==> src/rtl/i2c_master_arbiter.sv <==
// ---------------------------------------------------------------------------
// i2c_master_arbiter
// Round-robin arbiter that shares a single I2C write engine between NUM_REQ
// requesters. The winner's device address, data address and write byte are
// latched and presented to the engine, a one-cycle start pulse is issued,
// and the arbiter waits for the engine's completion flag before sending a
// one-cycle acknowledge back to the winner.
//
// Optional feature macro: I2C_ARB_TIMEOUT_EN
//   defined   : WAIT aborts after TIMEOUT_CYC cycles without completion and
//               pulses o_err together with o_ack for the owner.
//   undefined : WAIT waits indefinitely, o_err is constant 0.
//
// Ports:
//   clk, rst_n       clock, asynchronous active-low reset
//   i_req            per-requester request level
//   i_device_addr    packed 7-bit device addresses, requester k at [7k+6:7k]
//   i_data_addr      packed 8-bit data addresses,   requester k at [8k+7:8k]
//   i_write_data     packed 8-bit write bytes,      requester k at [8k+7:8k]
//   o_grant          one-hot owner of the current transaction (0 when idle)
//   o_ack            one-cycle completion pulse to the owner
//   o_err            one-cycle timeout pulse to the owner (with o_ack)
//   o_busy           high whenever the arbiter is not idle
//   o_i2c_en         one-cycle start pulse to the engine
//   o_device_addr    latched device address to the engine
//   o_data_addr      latched data address to the engine
//   o_write_data     latched write byte to the engine
//   i_done_flag      completion flag from the engine
// ---------------------------------------------------------------------------
module i2c_master_arbiter #(
    parameter int unsigned NUM_REQ     = 4,
    parameter int unsigned TIMEOUT_CYC = 200000
) (
    input  logic                 clk,
    input  logic                 rst_n,
    input  logic [NUM_REQ-1:0]   i_req,
    input  logic [7*NUM_REQ-1:0] i_device_addr,
    input  logic [8*NUM_REQ-1:0] i_data_addr,
    input  logic [8*NUM_REQ-1:0] i_write_data,
    output logic [NUM_REQ-1:0]   o_grant,
    output logic [NUM_REQ-1:0]   o_ack,
    output logic [NUM_REQ-1:0]   o_err,
    output logic                 o_busy,
    output logic                 o_i2c_en,
    output logic [6:0]           o_device_addr,
    output logic [7:0]           o_data_addr,
    output logic [7:0]           o_write_data,
    input  logic                 i_done_flag
);

    localparam int unsigned IDX_W  = (NUM_REQ > 1) ? $clog2(NUM_REQ) : 1;
    localparam int unsigned DEV_W  = 7;
    localparam int unsigned BYTE_W = 8;

    typedef enum logic [1:0] {
        ST_IDLE   = 2'd0,
        ST_LAUNCH = 2'd1,
        ST_WAIT   = 2'd2,
        ST_DONE   = 2'd3
    } state_t;

    state_t               state_q, state_d;
    logic [IDX_W-1:0]     last_q, last_d;
    logic [IDX_W-1:0]     win_q, win_d;
    logic [NUM_REQ-1:0]   grant_q, grant_d;
    logic [NUM_REQ-1:0]   ack_q, ack_d;
    logic                 busy_q, busy_d;
    logic                 en_q, en_d;
    logic [DEV_W-1:0]     dev_q, dev_d;
    logic [BYTE_W-1:0]    daddr_q, daddr_d;
    logic [BYTE_W-1:0]    wdata_q, wdata_d;

`ifdef I2C_ARB_TIMEOUT_EN
    localparam int unsigned CNT_W = 32;
    localparam logic [CNT_W-1:0] TO_LIMIT = CNT_W'(TIMEOUT_CYC);

    logic [CNT_W-1:0]     cnt_q, cnt_d;
    logic [NUM_REQ-1:0]   err_q, err_d;
`endif

    // Round-robin search starting one past the last served requester
    logic                 found;
    logic [IDX_W-1:0]     pick;

    always_comb begin : rr_pick
        found = 1'b0;
        pick  = last_q;
        for (int unsigned i = 1; i <= NUM_REQ; i++) begin
            if (!found && i_req[IDX_W'((32'(last_q) + i) % NUM_REQ)]) begin
                found = 1'b1;
                pick  = IDX_W'((32'(last_q) + i) % NUM_REQ);
            end
        end
    end

    // Select the picked requester's fields from the packed buses
    logic [DEV_W-1:0]     dev_sel;
    logic [BYTE_W-1:0]    daddr_sel;
    logic [BYTE_W-1:0]    wdata_sel;

    always_comb begin : field_mux
        dev_sel   = '0;
        daddr_sel = '0;
        wdata_sel = '0;
        for (int unsigned k = 0; k < NUM_REQ; k++) begin
            if (pick == IDX_W'(k)) begin
                dev_sel   = i_device_addr[DEV_W*k +: DEV_W];
                daddr_sel = i_data_addr[BYTE_W*k +: BYTE_W];
                wdata_sel = i_write_data[BYTE_W*k +: BYTE_W];
            end
        end
    end

    // State and output registers
    always_ff @(posedge clk or negedge rst_n) begin
        if (!rst_n) begin
            state_q <= ST_IDLE;
            last_q  <= IDX_W'(NUM_REQ - 1);
            win_q   <= '0;
            grant_q <= '0;
            ack_q   <= '0;
            busy_q  <= 1'b0;
            en_q    <= 1'b0;
            dev_q   <= '0;
            daddr_q <= '0;
            wdata_q <= '0;
`ifdef I2C_ARB_TIMEOUT_EN
            cnt_q   <= '0;
            err_q   <= '0;
`endif
        end else begin
            state_q <= state_d;
            last_q  <= last_d;
            win_q   <= win_d;
            grant_q <= grant_d;
            ack_q   <= ack_d;
            busy_q  <= busy_d;
            en_q    <= en_d;
            dev_q   <= dev_d;
            daddr_q <= daddr_d;
            wdata_q <= wdata_d;
`ifdef I2C_ARB_TIMEOUT_EN
            cnt_q   <= cnt_d;
            err_q   <= err_d;
`endif
        end
    end

    // Next-state and next-output logic
    always_comb begin : fsm_next
        state_d = state_q;
        last_d  = last_q;
        win_d   = win_q;
        grant_d = grant_q;
        ack_d   = '0;
        busy_d  = busy_q;
        en_d    = 1'b0;
        dev_d   = dev_q;
        daddr_d = daddr_q;
        wdata_d = wdata_q;
`ifdef I2C_ARB_TIMEOUT_EN
        cnt_d   = cnt_q;
        err_d   = '0;
`endif

        case (state_q)
            ST_IDLE: begin
                if (found) begin
                    win_d   = pick;
                    grant_d = NUM_REQ'(1) << pick;
                    dev_d   = dev_sel;
                    daddr_d = daddr_sel;
                    wdata_d = wdata_sel;
                    busy_d  = 1'b1;
                    state_d = ST_LAUNCH;
                end
            end

            ST_LAUNCH: begin
                en_d    = 1'b1;
                state_d = ST_WAIT;
`ifdef I2C_ARB_TIMEOUT_EN
                cnt_d   = '0;
`endif
            end

            ST_WAIT: begin
                // Completion wins over a coincident terminal count
                if (i_done_flag) begin
                    ack_d   = grant_q;
                    last_d  = win_q;
                    state_d = ST_DONE;
                end
`ifdef I2C_ARB_TIMEOUT_EN
                else if (cnt_q == TO_LIMIT) begin
                    ack_d   = grant_q;
                    err_d   = grant_q;
                    last_d  = win_q;
                    state_d = ST_DONE;
                end else begin
                    cnt_d   = cnt_q + CNT_W'(1);
                end
`endif
            end

            ST_DONE: begin
                grant_d = '0;
                busy_d  = 1'b0;
                state_d = ST_IDLE;
            end

            default: begin
                state_d = ST_IDLE;
            end
        endcase
    end

    assign o_grant       = grant_q;
    assign o_ack         = ack_q;
    assign o_busy        = busy_q;
    assign o_i2c_en      = en_q;
    assign o_device_addr = dev_q;
    assign o_data_addr   = daddr_q;
    assign o_write_data  = wdata_q;

`ifdef I2C_ARB_TIMEOUT_EN
    assign o_err = err_q;
`else
    assign o_err = '0;

    // Timeout limit only matters when the abort path is built
    logic unused_timeout_cfg;
    assign unused_timeout_cfg = (TIMEOUT_CYC != 0);
`endif

endmodule
==> config.mk <==
export PLATFORM = sky130hd
export DESIGN_NAME = i2c_master_arbiter
export DESIGN_NICKNAME = d
export VERILOG_FILES = /design/src/rtl/i2c_master_arbiter.sv
export SDC_FILE = /design/constraint.sdc
export NUM_CORES = 1
export LEC_CHECK = 0
export ABC_CLOCK_PERIOD_IN_PS = 4750
export CAP_MARGIN = 40
export CORE_MARGIN = 8
export CORE_UTILIZATION = 41
export CTS_CLUSTER_DIAMETER = 40
export DETAILED_ROUTE_END_ITERATION = 12
export PLACE_DENSITY = 0.86
export SETUP_SLACK_MARGIN = 0.2
export SLEW_MARGIN = 20
export SYNTH_ARGS = -nofsm -noshare
export SYNTH_HDL_FRONTEND = slang
export SYNTH_SLANG_ARGS = --single-unit
export TNS_END_PERCENT = 100
==> constraint.sdc <==
create_clock -name clk -period 4.75 [get_ports clk]
set_clock_uncertainty 0.1 [all_clocks]
set_input_delay 1.425 -clock clk [delete_from_list [all_inputs] [get_ports clk]]
set_output_delay 1.425 -clock clk [all_outputs]
set_load 0.01 [all_outputs]
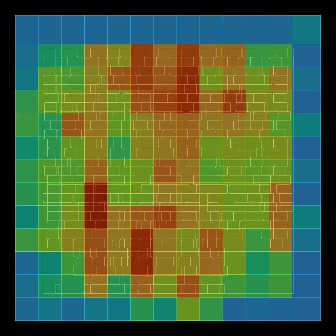
run_1/congestion.png
met1 usage: 18.4%
GRT Util Overall: 17.5%
most used routing layer: met2

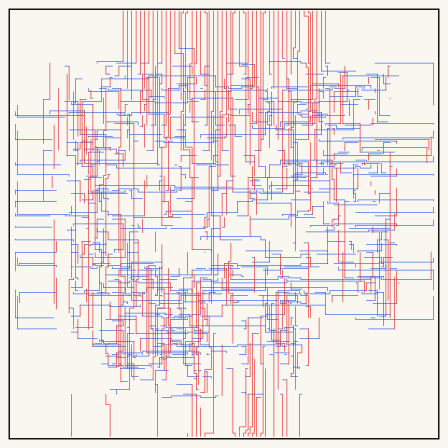
run_1/wires.png
Only two layers are drawn.
red -> metal 2  # wire length 3880 µm
blue -> metal 1  # wire length 2850 µm
via count: 2125
drt total wl: 7.39 mm
drt wl/cell: 18.0 µm

==> flow_summary.yaml, run 1 <==
# physical design summary
setup_path:
  crit_type: "primary input to register"
  cp_slowest_cell: "a31oi_4"
  cp_data_required_time_ps: 4820
  reg2reg_to: "o_write_data[2]"
  reg2reg_from: "last_q[1]"
  setup.worst_path.start_class: "primary input"
  path_max_fanout: 36
  worst_setup_path_end_kind: "register"
  cp.arrival_ps: 3460
  reg2reg_slack_ps: 2440
  critical_path.cell_chain: "clkdlybuf4s50_1, nand3b_1, a31oi_4, buf_12, mux2i_1, o221ai_2"
  max_stage_delay_ps: 590
  r2r.worst_path.cells: 5
sta:
  post-route-min-period_ps: 3390
  finalClockPeriodUsage_pct: 71.3
  final_max_slew_viol_count: 0
  layout_setup_ws_ps: 1360
  timing.hold.ws_ps: 377
  max_freq_ghz: 0.295
  setup-tns-final_ps: 0
  maxSlewHeadroom_pct: 56.4
  rsz0062_at_grt: "false"
  tightestPinTransition_ps: 654
  hold_violations: 0
  setup_viol: 0
cells_and_area:
  nets: 442
  diodes: 0
  utilization_pct: 69.2
  instances_no_fill: 411
  final_cell_area_um2: 3810
  drive_gt1_share_pct: 9.14
  regArea_um2: 978
  fill_cells: 425
  area_delta_synth_final_pct: 63.4
  logic_area_um2: 1220
cts:
  h-tree-depth: 2
  cts.sink_count: 39
  cts_root_buf: "clkbuf_8"
  cts_tree: "yes"
  cts_buffers: 5
  ctsHoldBuffers: 0
  cts_resized: 0
  cts_buffer_depth: 2
  clock.latency.late_pin_ps: 300
  cts_setup_buffers: 0
  clk_pin_slew_ps: 80
grt:
  grt_max_degree: 37
  grt_pass1_vias: 2364
  grt_pass1_wl_mm: 11.8
  grt-ovfl-total: 0
  antenna_found_initial: 0
place:
  dp_cells: 403
  numPortBuffers: 131
  finalWeightedCongestion: 0.806
  placed_area_um2: 3670
  dp_hpwl_mm: 5.86
  place_ws_ps: 1030
yosys:
  synthCells: 211
  yosys_register_bits: 39
  top_cell_area_share_pct: 39.7
  yosysWarningCount: 0
  top_area_cell: "dfrtp_1"
  syn-mean-instance-area_um2: 11.0
  syn_area_um2: 2330
  ys_chip_area_um2: 2330
  yosysCellCount: 211
  postSynthSeqShare_pct: 42.0
  yosys-top-cells-area: "dfrtp_1, mux2i_1, o221ai_2"
  yosysUniqueCellTypes: 32
worst_hold_path:
  whs_path_depth: 2
  hold_end: "win_q[0]"
  min_from: "win_q[0]"
  hold_path.class: "register to register"
flow_run:
  cap_violations: 0
  warnings: 30
detailed_routing:
  ant_nets: 0
  dr.first_iter.drc_count: 88
  routed_via_density: 5.17
  firstDrtPassIters: 4
  drc: 0
floorplan:
  io_pins: 136
  die_area_um2: 8350
  initCoreUtil_pct: 42.3
  std_cell_rows: 27
power:
  power.density_nw_per_um2: 544
  p_total_mw: 2.07
  cellLeakagePower_nw: 1.67
outcome:
  status: "complete, no violations"
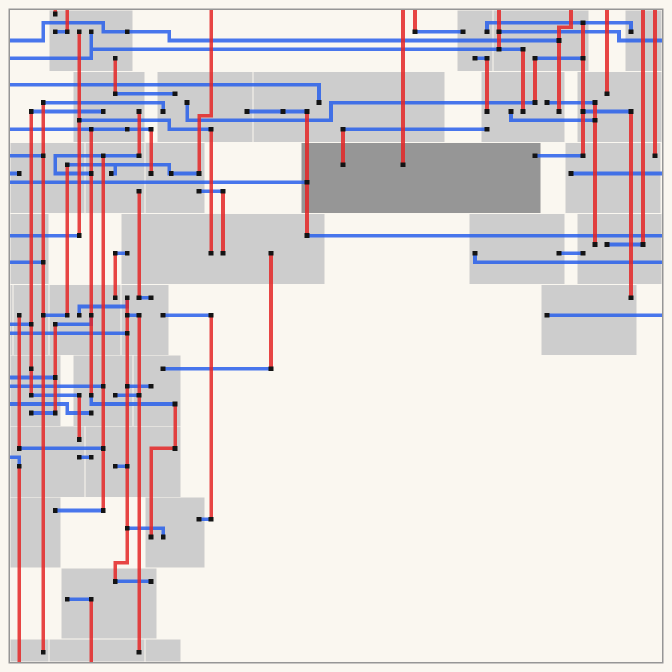
run_1/detail.png
Region (56, 10) to (81, 35) µm. Cells in gray, sequential cells in the stronger gray; small squares are vias.
red -> metal 2
blue -> metal 1
netlist names of flops here include = o_device_addr (1)
cells with their middle in the window = 28
most frequent = clkdlybuf4s50_1 (7), mux2i_1 (4), nand2b_1 (3)
sequential cells in the window = 1

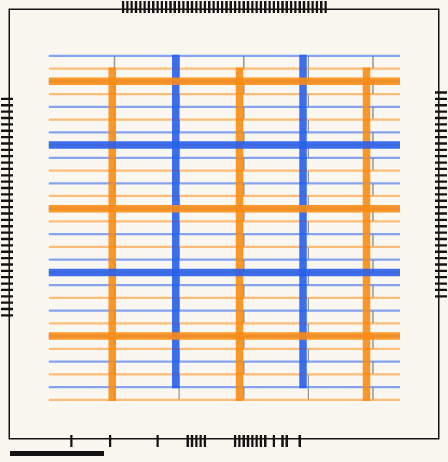
run_1/power_grid.png
Bar = 20 µm. Pins as bars on the die edge. Tap cells in gray.
blue -> VDD
orange -> VSS
rows = 27
signal pins = 136
met4 straps = 5
die height: 91.4 µm
VDD IR max: 0.317 mV
die width: 91.4 µm
core area: 5510 µm²

## run 1: final cells by class
class | instances | share of cell area [%]
Clock inverter | 3 | 1.77
Multi-Input combinational cell | 152 | 32.0
Clock buffer | 5 | 1.81
Inverter | 5 | 0.493
Sequential cell | 39 | 25.7
Tap cell | 72 | 2.36
Timing Repair Buffer | 135 | 35.9
## run 1: flip-flops by register name, summed over array words and instances (netlist names)
signal,count
o_data_addr,8
win_q,2
o_write_data,8
o_i2c_en,1
o_grant,4
state_q,2
o_busy,1
o_ack,4
o_device_addr,7
last_q,2
## run 1: synthesized netlist by cell type (all sizes together)
library cell and number:
dfstp 2, nor2b 3, nand2b 4, o21ai 5
nand3b 1, nor4 1, and3b 1, mux2 2
nor2 4, ha 5, a21o 2, inv 5
conb 1, nor3 2, a31oi 1, clkbuf 2
and2 2, mux2i 47, buf 16, or3 1
a21oi 5, dfrtp 37, o32a 3, nand2 34
and3 2, o221ai 23
## run 1: worst max-delay path: cells and delay by family
family,cells,cell delay [ps]
buffers and inverters,2,860
multiplexers,1,290
AND-OR/OR-AND,2,710
AND/OR/NAND/NOR,1,140
## run 1: cells in the final DEF, fill, tap and decap left out, types with 2 or more instances in the layout
| cell type | Yosys | final |
|---|---|---|
| inv_1 | 5 | 5 |
| o221ai_2 | 10 | 10 |
| dfrtp_1 | 37 | 37 |
| ha_1 | 5 | 5 |
| nand2_1 | 33 | 33 |
| a21o_1 | 2 | 2 |
| a21oi_1 | 5 | 5 |
| o32a_1 | 3 | 3 |
| mux2i_1 | 47 | 47 |
| nor2b_1 | 3 | 3 |
| nor3_1 | 2 | 2 |
| clkbuf_8 | 0 | 5 |
| bufinv_16 | 0 | 2 |
| mux2_2 | 2 | 2 |
| clkdlybuf4s50_1 | 0 | 130 |
| buf_4 | 6 | 2 |
| nor2_1 | 4 | 4 |
| o221ai_1 | 13 | 13 |
| and2_1 | 2 | 2 |
| and3_1 | 2 | 2 |
| dfstp_2 | 2 | 2 |
| o21ai_1 | 3 | 3 |
| nand2b_1 | 4 | 4 |
| conb_1 | 1 | 4 |
## run 1: power breakdown
group | internal [mW] | switching [mW]
Clock | 0.210 | 0.127
Combinational | 0.601 | 0.556
Sequential | 0.489 | 0.0916
Total | 1.30 | 0.775
## run 1: worst max-delay path by stage
stage,from,endpoint,slack (ps),cells after the start
global placement,i_req[3],o_data_addr[2],1100,6
floorplan,i_req[3],o_data_addr[0],2090,6
global route,i_req[3],o_data_addr[2],1230,6
CTS,i_req[3],o_grant[2],1340,7
finish,i_req[3],o_write_data[2],1360,6
detailed placement,i_req[3],o_write_data[6],1030,6
## run 1: kinds of logic after synthesis
kind of cell	count (synthesis)	synth area share, %
and+or+nand+nor	55	11.3
muxes	49	21.1
AOI/OAI and AO/OA	39	16.5
DFF	39	42.0
buffers and inverters	23	6.28
adders and majority gates	5	2.68
other	1	0.161
## run 1: layer usage
layer	global-route usage, %	vias to the layer above	wire length, µm
li1	-	1017	-
met1	18.4	1016	2850
met2	31.5	82	3880
met3	6.83	10	572
met4	4.64	0	89
met5	0	-	0
run_1/flops_by_reg.png
Other sequential cells in the stronger gray, the rest of the logic in the fainter gray.
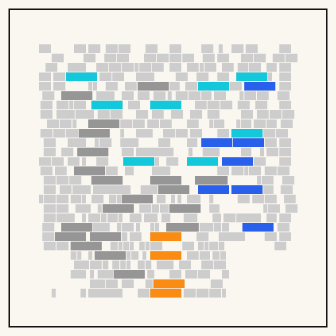

==> inputs of run 2 (changes only) <==
--- a/config.mk
+++ b/config.mk
@@ -5,13 +5,13 @@
 export SDC_FILE = /design/constraint.sdc
 export NUM_CORES = 1
 export LEC_CHECK = 0
-export ABC_CLOCK_PERIOD_IN_PS = 4750
+export ABC_CLOCK_PERIOD_IN_PS = 3200
 export CAP_MARGIN = 40
 export CORE_MARGIN = 8
-export CORE_UTILIZATION = 41
+export CORE_UTILIZATION = 38
 export CTS_CLUSTER_DIAMETER = 40
 export DETAILED_ROUTE_END_ITERATION = 12
-export PLACE_DENSITY = 0.86
+export PLACE_DENSITY = 0.81
 export SETUP_SLACK_MARGIN = 0.2
 export SLEW_MARGIN = 20
 export SYNTH_ARGS = -nofsm -noshare
==> constraint.sdc (replaced) <==
create_clock -name clk -period 3.2 [get_ports clk]
set_clock_uncertainty 0.1 [all_clocks]
set_input_delay 0.96 -clock clk [delete_from_list [all_inputs] [get_ports clk]]
set_output_delay 0.96 -clock clk [all_outputs]
set_load 0.01 [all_outputs]
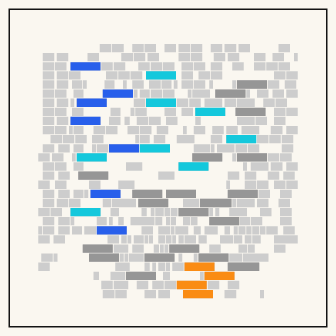
run_2/flops_by_reg.png
Other sequential cells in the stronger gray, the rest of the logic in the fainter gray.
blue -> o_device_addr  # sequential cells 7
orange -> o_ack  # sequential cells 4, where south
cyan -> o_data_addr  # sequential cells 8, where center
fin util: 64.0%
Power Sequential: 864 µW
flop share of the area: 25.8%
storage element area: 978 µm²

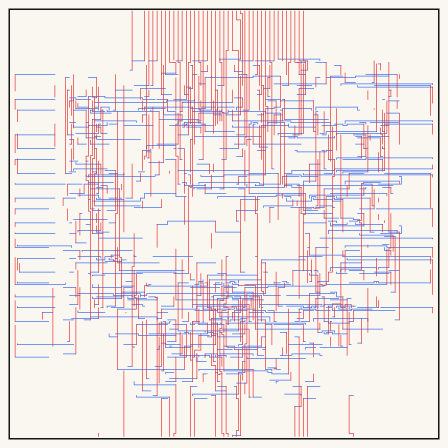
run_2/wires.png
Only two layers are drawn.
blue -> metal 1  # wire length 2990 µm
red -> metal 2  # wire length 3480 µm
GRT Util Overall: 16.1%
drt total wl: 7.15 mm
via count: 2097

==> run 2 against run 1 <==
Against the previous run: sequential share of layout area rose by 0.14 points; synthesized cell count unchanged; final area is 0.56% lower; sequential cell count stayed put; wire length decreased by 3.2%; via count down 1.3%.
==> flow_summary.yaml, run 2 <==
# physical design summary
outcome:
  status: "complete, no violations"
grt:
  grt_pass1_vias: 2349
  antenna_found_initial: 0
  grt_max_degree: 28
  top_usage_layer: "met2"
  grt-ovfl-total: 0
  grt.met1_usage_pct: 19.5
  grt_pass1_wl_mm: 11.6
  gr-usage-met3_pct: 5.44
  grt_use_met2_pct: 26.9
worst_hold_path:
  whs_path_depth: 2
  hold_path.class: "register to register"
setup_path:
  cp_data_required_time_ps: 3310
  setup.worst_path.start_class: "primary input"
  worst_setup_path_end_kind: "register"
  crit_type: "primary input to register"
  cp.arrival_ps: 2720
  path_max_fanout: 22
  r2r.worst_path.cells: 5
yosys:
  yosysCellCount: 211
  ys_chip_area_um2: 2330
  syn-mean-instance-area_um2: 11.0
  yosys_register_bits: 39
  adder_share_pct: 2.68
  yosys-top-cells-count: "mux2i_1, dfrtp_1, nand2_1, o221ai_1, o221ai_2"
  mux_area_share_pct: 21.1
  async_flop_share_pct: 100
  ys_sh_xor_pct: 0
  synthTopLogicFamily: "multiplexers"
  ys_sh_simple_pct: 11.3
  yosysWarningCount: 0
  ys_sh_aoi_pct: 16.5
  syn_area_um2: 2330
  edf_count: 0
  top_cell_area_share_pct: 39.7
  top_area_cell: "dfrtp_1"
  ff_type: "dfrtp_1"
  yosys-top-cells-area: "dfrtp_1, mux2i_1, o221ai_2"
  yosysMostFrequentCell: "mux2i_1"
  postSynthSeqShare_pct: 42.0
  yosysUniqueCellTypes: 32
  synthCells: 211
cells_and_area:
  area_delta_synth_final_pct: 62.5
  final_common_cell: "clkdlybuf4s50_1"
  fill_cells: 513
  drive_gt1_share_pct: 9.94
  nets: 445
  lay_top_cells: "clkdlybuf4s50_1, mux2i_1, dfrtp_1"
  logic_area_um2: 1220
  diodes: 0
sta:
  post-route-min-period_ps: 2610
  layout_setup_ws_ps: 588
  rsz0062_at_grt: "false"
  final_max_slew_viol_count: 0
  setup_viol: 0
  setup-tns-final_ps: 0
  max_freq_ghz: 0.383
  finalClockPeriodUsage_pct: 81.6
  hold_violations: 0
  timing.hold.ws_ps: 388
cts:
  ctsHoldBuffers: 0
  cts_buffer_depth: 2
  cts.sink_count: 39
  cts_setup_buffers: 0
  cts_resized: 0
  cts_root_buf: "clkbuf_8"
  h-tree-depth: 2
  clk_pin_slew_ps: 80
  cts_tree: "yes"
  clock.latency.late_pin_ps: 280
  cts_buffers: 5
detailed_routing:
  drc: 0
  firstDrtPassIters: 4
  wl_per_cell_um: 17.1
  ant_nets: 0
  dr.first_iter.drc_count: 126
  routed_via_density: 5.03
floorplan:
  core_area_um2: 5920
  initCoreUtil_pct: 39.4
  io_pins: 136
  die_w_um: 94.3
  die_area_um2: 8900
  std_cell_rows: 28
  die_h_um: 94.3
place:
  finalWeightedCongestion: 0.775
  place_ws_ps: 290
  dp_hpwl_mm: 5.84
  numPortBuffers: 131
power:
  power.density_nw_per_um2: 772
  p_total_mw: 2.92
  cellLeakagePower_nw: 1.67
  max-vdd-ir-drop_mv: 0.659
flow_run:
  warnings: 30
  cap_violations: 0
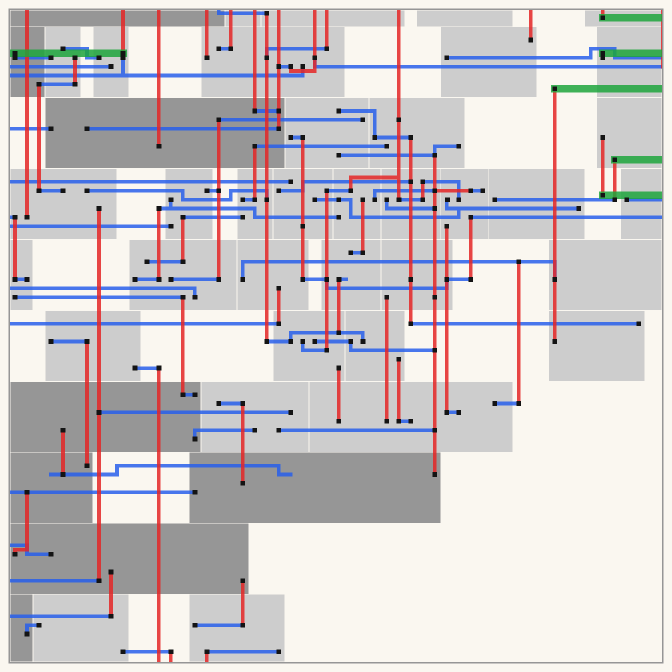
run_2/detail.png
Region (58, 11) to (83, 36) µm. Cells in gray, sequential cells in the stronger gray; small squares are vias.
red -> metal 2
green -> metal 3
blue -> metal 1
cells with their middle in the window = 33
sequential cells in the window = 4
most frequent = clkdlybuf4s50_1 (8), nand2b_1 (3), dfrtp_1 (3)

run 2: cell type report:
cell class / count / area share [%]
Sequential cell: 39 / 25.8
Clock buffer: 5 / 1.82
Multi-Input combinational cell: 152 / 32.1
Tap cell: 75 / 2.48
Clock inverter: 3 / 0.396
Inverter: 5 / 0.495
Timing Repair Buffer: 138 / 36.9
run 2: logic make-up after synthesis:
| logic type | Yosys count |
|---|---|
| AOI/OAI and AO/OA | 39 |
| DFF | 39 |
| buffers and inverters | 23 |
| muxes | 49 |
| and+or+nand+nor | 55 |
| other | 1 |
| adders and majority gates | 5 |
run 2: report_power, final:
part / leakage [nW] / switching (mW) / internal [mW]
Sequential: 0.487 / 0.139 / 0.726
Clock: 0.0477 / 0.171 / 0.149
Combinational: 1.14 / 0.818 / 0.922
Total: 1.67 / 1.13 / 1.80
run 2: per-layer routing:
metal / up-vias / share of wire [%] / wire length [µm]
met5: - / 0 / 0
met4: 0 / 0.91 / 65
met3: 4 / 8.6 / 616
met2: 88 / 49 / 3480
met1: 984 / 42 / 2990
li1: 1021 / - / -
run 2: critical path, stage by stage:
cell and delay (ps):
clkdlybuf4s50_1 550, nand3b_1 140, a31oi_4 240, buf_4 360, and2_1 240, a21oi_1 90
o21ai_1 130
run 2: worst paths after layout:
kind | start | endpoint | slack [ps]
worst max-delay path | i_req[3] | o_grant[2] | 590
worst min-delay path | win_q[0] | win_q[0] | 390
worst max register to register | last_q[1] | o_data_addr[4] | 1200
worst min register to register | win_q[0] | win_q[0] | 390
max in group asynchronous | rst_n | last_q[0] | 1980
min in group asynchronous | rst_n | o_write_data[7] | 480
run 2: per-stage QoR:
step	area, µm²	utilization [%]	std cells
finish	3790	64.0	417
global route	3790	64.0	417
CTS	3790	64.0	417
detailed placement	3700	62.6	409
global placement	3680	62.2	408
floorplan	2340	-	214
run_2/power_grid.png
Bar = 20 µm. Pins as bars on the die edge. Tap cells in gray.
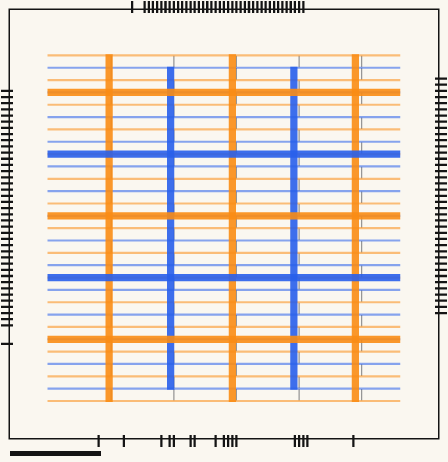

==> inputs of run 3 (changes only) <==
--- a/config.mk
+++ b/config.mk
@@ -5,13 +5,13 @@
 export SDC_FILE = /design/constraint.sdc
 export NUM_CORES = 1
 export LEC_CHECK = 0
-export ABC_CLOCK_PERIOD_IN_PS = 3200
+export ABC_CLOCK_PERIOD_IN_PS = 2200
 export CAP_MARGIN = 40
 export CORE_MARGIN = 8
-export CORE_UTILIZATION = 38
+export CORE_UTILIZATION = 34
 export CTS_CLUSTER_DIAMETER = 40
 export DETAILED_ROUTE_END_ITERATION = 12
-export PLACE_DENSITY = 0.81
+export PLACE_DENSITY = 0.76
 export SETUP_SLACK_MARGIN = 0.2
 export SLEW_MARGIN = 20
 export SYNTH_ARGS = -nofsm -noshare
==> constraint.sdc (replaced) <==
create_clock -name clk -period 2.2 [get_ports clk]
set_clock_uncertainty 0.1 [all_clocks]
set_input_delay 0.66 -clock clk [delete_from_list [all_inputs] [get_ports clk]]
set_output_delay 0.66 -clock clk [all_outputs]
set_load 0.01 [all_outputs]
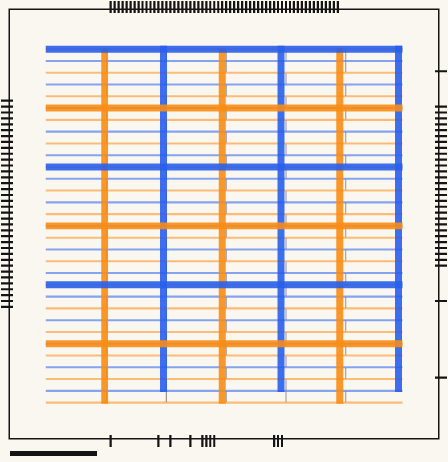
run_3/power_grid.png
Bar = 20 µm. Pins as bars on the die edge. Tap cells in gray.
blue -> VDD
orange -> VSS
met1 rails = 31
tap cells = 80
die width: 98.8 µm
VDD IR max: 0.456 mV
core area: 6720 µm²

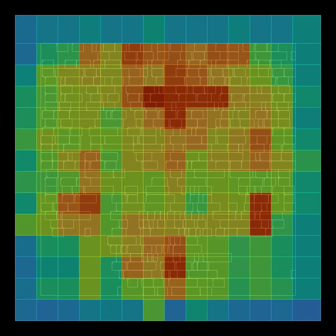
run_3/congestion.png
met1 usage: 17.5%
drt wl/cell: 18.1 µm

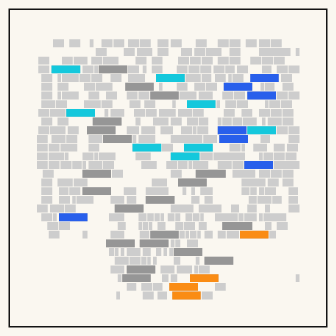
run_3/flops_by_reg.png
Other sequential cells in the stronger gray, the rest of the logic in the fainter gray.
orange -> o_ack  # sequential cells 4, where south
blue -> o_device_addr  # sequential cells 7
cyan -> o_data_addr  # sequential cells 8
not colored = 20
flop share of the area: 23.8%
Power Sequential: 1.25 mW
fin util: 61.1%

==> run 3 against run 2 <==
Against the previous run: sequential power increased by 45%; combinational power increased by about 70%; global-route usage decreased by 0.33 points; setup slack got worse by 360 ps; sequential share of layout area decreased by 2.0 points; register-to-register slack got worse by 960 ps; final area increased by 8.3%; critical path type is now register to primary output; critical endpoint is now o_write_data[3].
==> flow_summary.yaml, run 3 <==
# physical design summary
sta:
  max_freq_ghz: 0.507
  setup_viol: 0
  rsz0062_at_grt: "true"
  hold_violations: 0
  post-route-min-period_ps: 1970
  final_max_slew_viol_count: 0
  setup-tns-final_ps: 0
  timing.hold.ws_ps: 163
  finalClockPeriodUsage_pct: 89.7
yosys:
  async_flop_share_pct: 100
  yosysWarningCount: 0
  yosys_register_bits: 39
  yosys-top-cells-count: "mux2i_1, dfrtp_1, nand2_1, o221ai_1, o221ai_2"
  yosys-top-cells-area: "dfrtp_1, mux2i_1, o221ai_2"
  syn-mean-instance-area_um2: 11.0
  ys_chip_area_um2: 2330
  edf_count: 0
  synthCells: 211
  ff_type: "dfrtp_1"
  yosysUniqueCellTypes: 32
  top_cell_area_share_pct: 39.7
  top_area_cell: "dfrtp_1"
  yosysMostFrequentCell: "mux2i_1"
  yosysCellCount: 211
  syn_area_um2: 2330
  postSynthSeqShare_pct: 42.0
floorplan:
  die_area_um2: 9760
  initCoreUtil_pct: 34.7
  io_pins: 136
  std_cell_rows: 30
cells_and_area:
  drive_gt1_share_pct: 16.9
  regArea_um2: 978
  final_cell_area_um2: 4100
  diodes: 0
  lay_top_cells: "clkdlybuf4s50_1, dfrtp_1, mux2i_1"
  fill_cells: 537
  nets: 458
  final_common_cell: "clkdlybuf4s50_1"
  instances_no_fill: 435
  logic_area_um2: 1290
  area_delta_synth_final_pct: 76.0
setup_path:
  critPathTopFamily: "buffers and inverters"
  cp_data_required_time_ps: 1440
  cp_slowest_cell: "clkdlybuf4s50_1"
  max_stage_delay_ps: 550
  path_max_fanout: 2
  critical_path.cell_chain: "clkdlybuf4s50_1"
  reg2reg_to: "o_grant[0]"
  setup.worst_path.start_class: "register"
  reg2reg_from: "last_q[1]"
  critPathBufInv: 1
  path_depth: 1
  worstSetupEndpoint: "o_write_data[3]"
  worst_setup_path_end_kind: "primary output"
  worstSetupStartpoint: "o_write_data[3]"
  reg2reg_slack_ps: 240
  cp.arrival_ps: 1210
  crit_type: "register to primary output"
  r2r.worst_path.cells: 5
place:
  numPortBuffers: 131
  dp_cells: 424
  finalWeightedCongestion: 0.800
  placed_area_um2: 3810
  dp_hpwl_mm: 5.97
grt:
  grt_util_all_layers_pct: 15.8
  grt_pass1_vias: 2453
  grt_use_met2_pct: 27.7
  top_usage_layer: "met2"
  grt_max_degree: 27
  gr-usage-met3_pct: 6.41
  grt_pass1_wl_mm: 12.4
  antenna_found_initial: 0
  grt-ovfl-total: 0
flow_run:
  cap_violations: 0
  warnings: 31
cts:
  h-tree-depth: 2
  clock.latency.late_pin_ps: 300
  cts.sink_count: 39
  cts_buffers: 5
  ctsHoldBuffers: 0
  cts_tree: "yes"
  cts_buffer_depth: 2
  cts_root_buf: "clkbuf_8"
  clk_pin_slew_ps: 90
outcome:
  status: "complete, no violations"
detailed_routing:
  ant_nets: 0
  firstDrtPassIters: 4
  drc: 0
  vias: 2215
  routed_via_density: 5.09
  dr.first_iter.drc_count: 54
  wl_mm: 7.87
power:
  cellLeakagePower_nw: 1.97
  power.density_nw_per_um2: 1140
worst_hold_path:
  hold_path.class: "primary input to async pin"
run 3: cell count changes in the layout (fill, tap and decap cells not counted), moves of 2 or more:
cell and change:
clkdlybuf4s50_1 -25, dlymetal6s2s_1 +17, mux2i_1 -11, mux2i_2 +10
dlygate4sd2_1 +7, buf_4 +4, buf_6 +4, buf_16 +3
buf_12 +2, clkinv_2 -2, clkinvlp_4 +2
run 3: layout make-up:
| cell class | instances | share of cell area [%] |
|---|---|---|
| multi-input cells | 152 | 31.4 |
| flip-flops and latches | 39 | 23.8 |
| well taps | 80 | 2.44 |
| repair buffers | 151 | 39.7 |
| inverters | 5 | 0.457 |
| clock inverters | 3 | 0.488 |
| clock buffers | 5 | 1.68 |
run 3: logic make-up after synthesis:
family | share of synthesized area [%]
fa+ha+maj | 2.68
flops | 42.0
other cells | 0.161
compound gates | 16.5
mux | 21.1
simple gates | 11.3
buf+inv | 6.28
run 3: how the worst min path moves through the flow:
stage                   from               to  slack, ps
finish                 rst_n  o_write_data[3]        160
floorplan              rst_n         o_ack[0]        260
global placement    win_q[0]         win_q[0]        360
detailed placement  win_q[0]         win_q[0]        360
CTS                    rst_n  o_write_data[3]        170
global route           rst_n  o_write_data[7]        180
run 3: routing by layer:
| metal | share of wire [%] | vias to the layer above |
|---|---|---|
| met5 | 0 | - |
| li1 | - | 1049 |
| met1 | 40 | 1079 |
| met2 | 51 | 80 |
| met3 | 8.3 | 7 |
| met4 | 0.86 | 0 |
run 3: report_power, final:
part	internal, mW	leakage (nW)	total, mW	switching (mW)
Sequential	1.05	0.487	1.25	0.192
Combinational	1.61	1.44	2.95	1.34
Clock	0.221	0.0402	0.490	0.269
run 3: stage by stage:
step / total power [mW] / worst slack, ps
floorplan: 2.80 / 302
global placement: 3.92 / -311
detailed placement: 3.99 / -353
CTS: 4.68 / 202
global route: 5.01 / 170
finish: 4.69 / 227
run 3: timing repair:
item	CTS	global route
pin swaps	2	2
buffers inserted	1	0
endpoints found under the setup margin	35	29
gates cloned	2	0
resized	16	32
Power figures rest on the tool's default switching activity, not on a simulated workload.
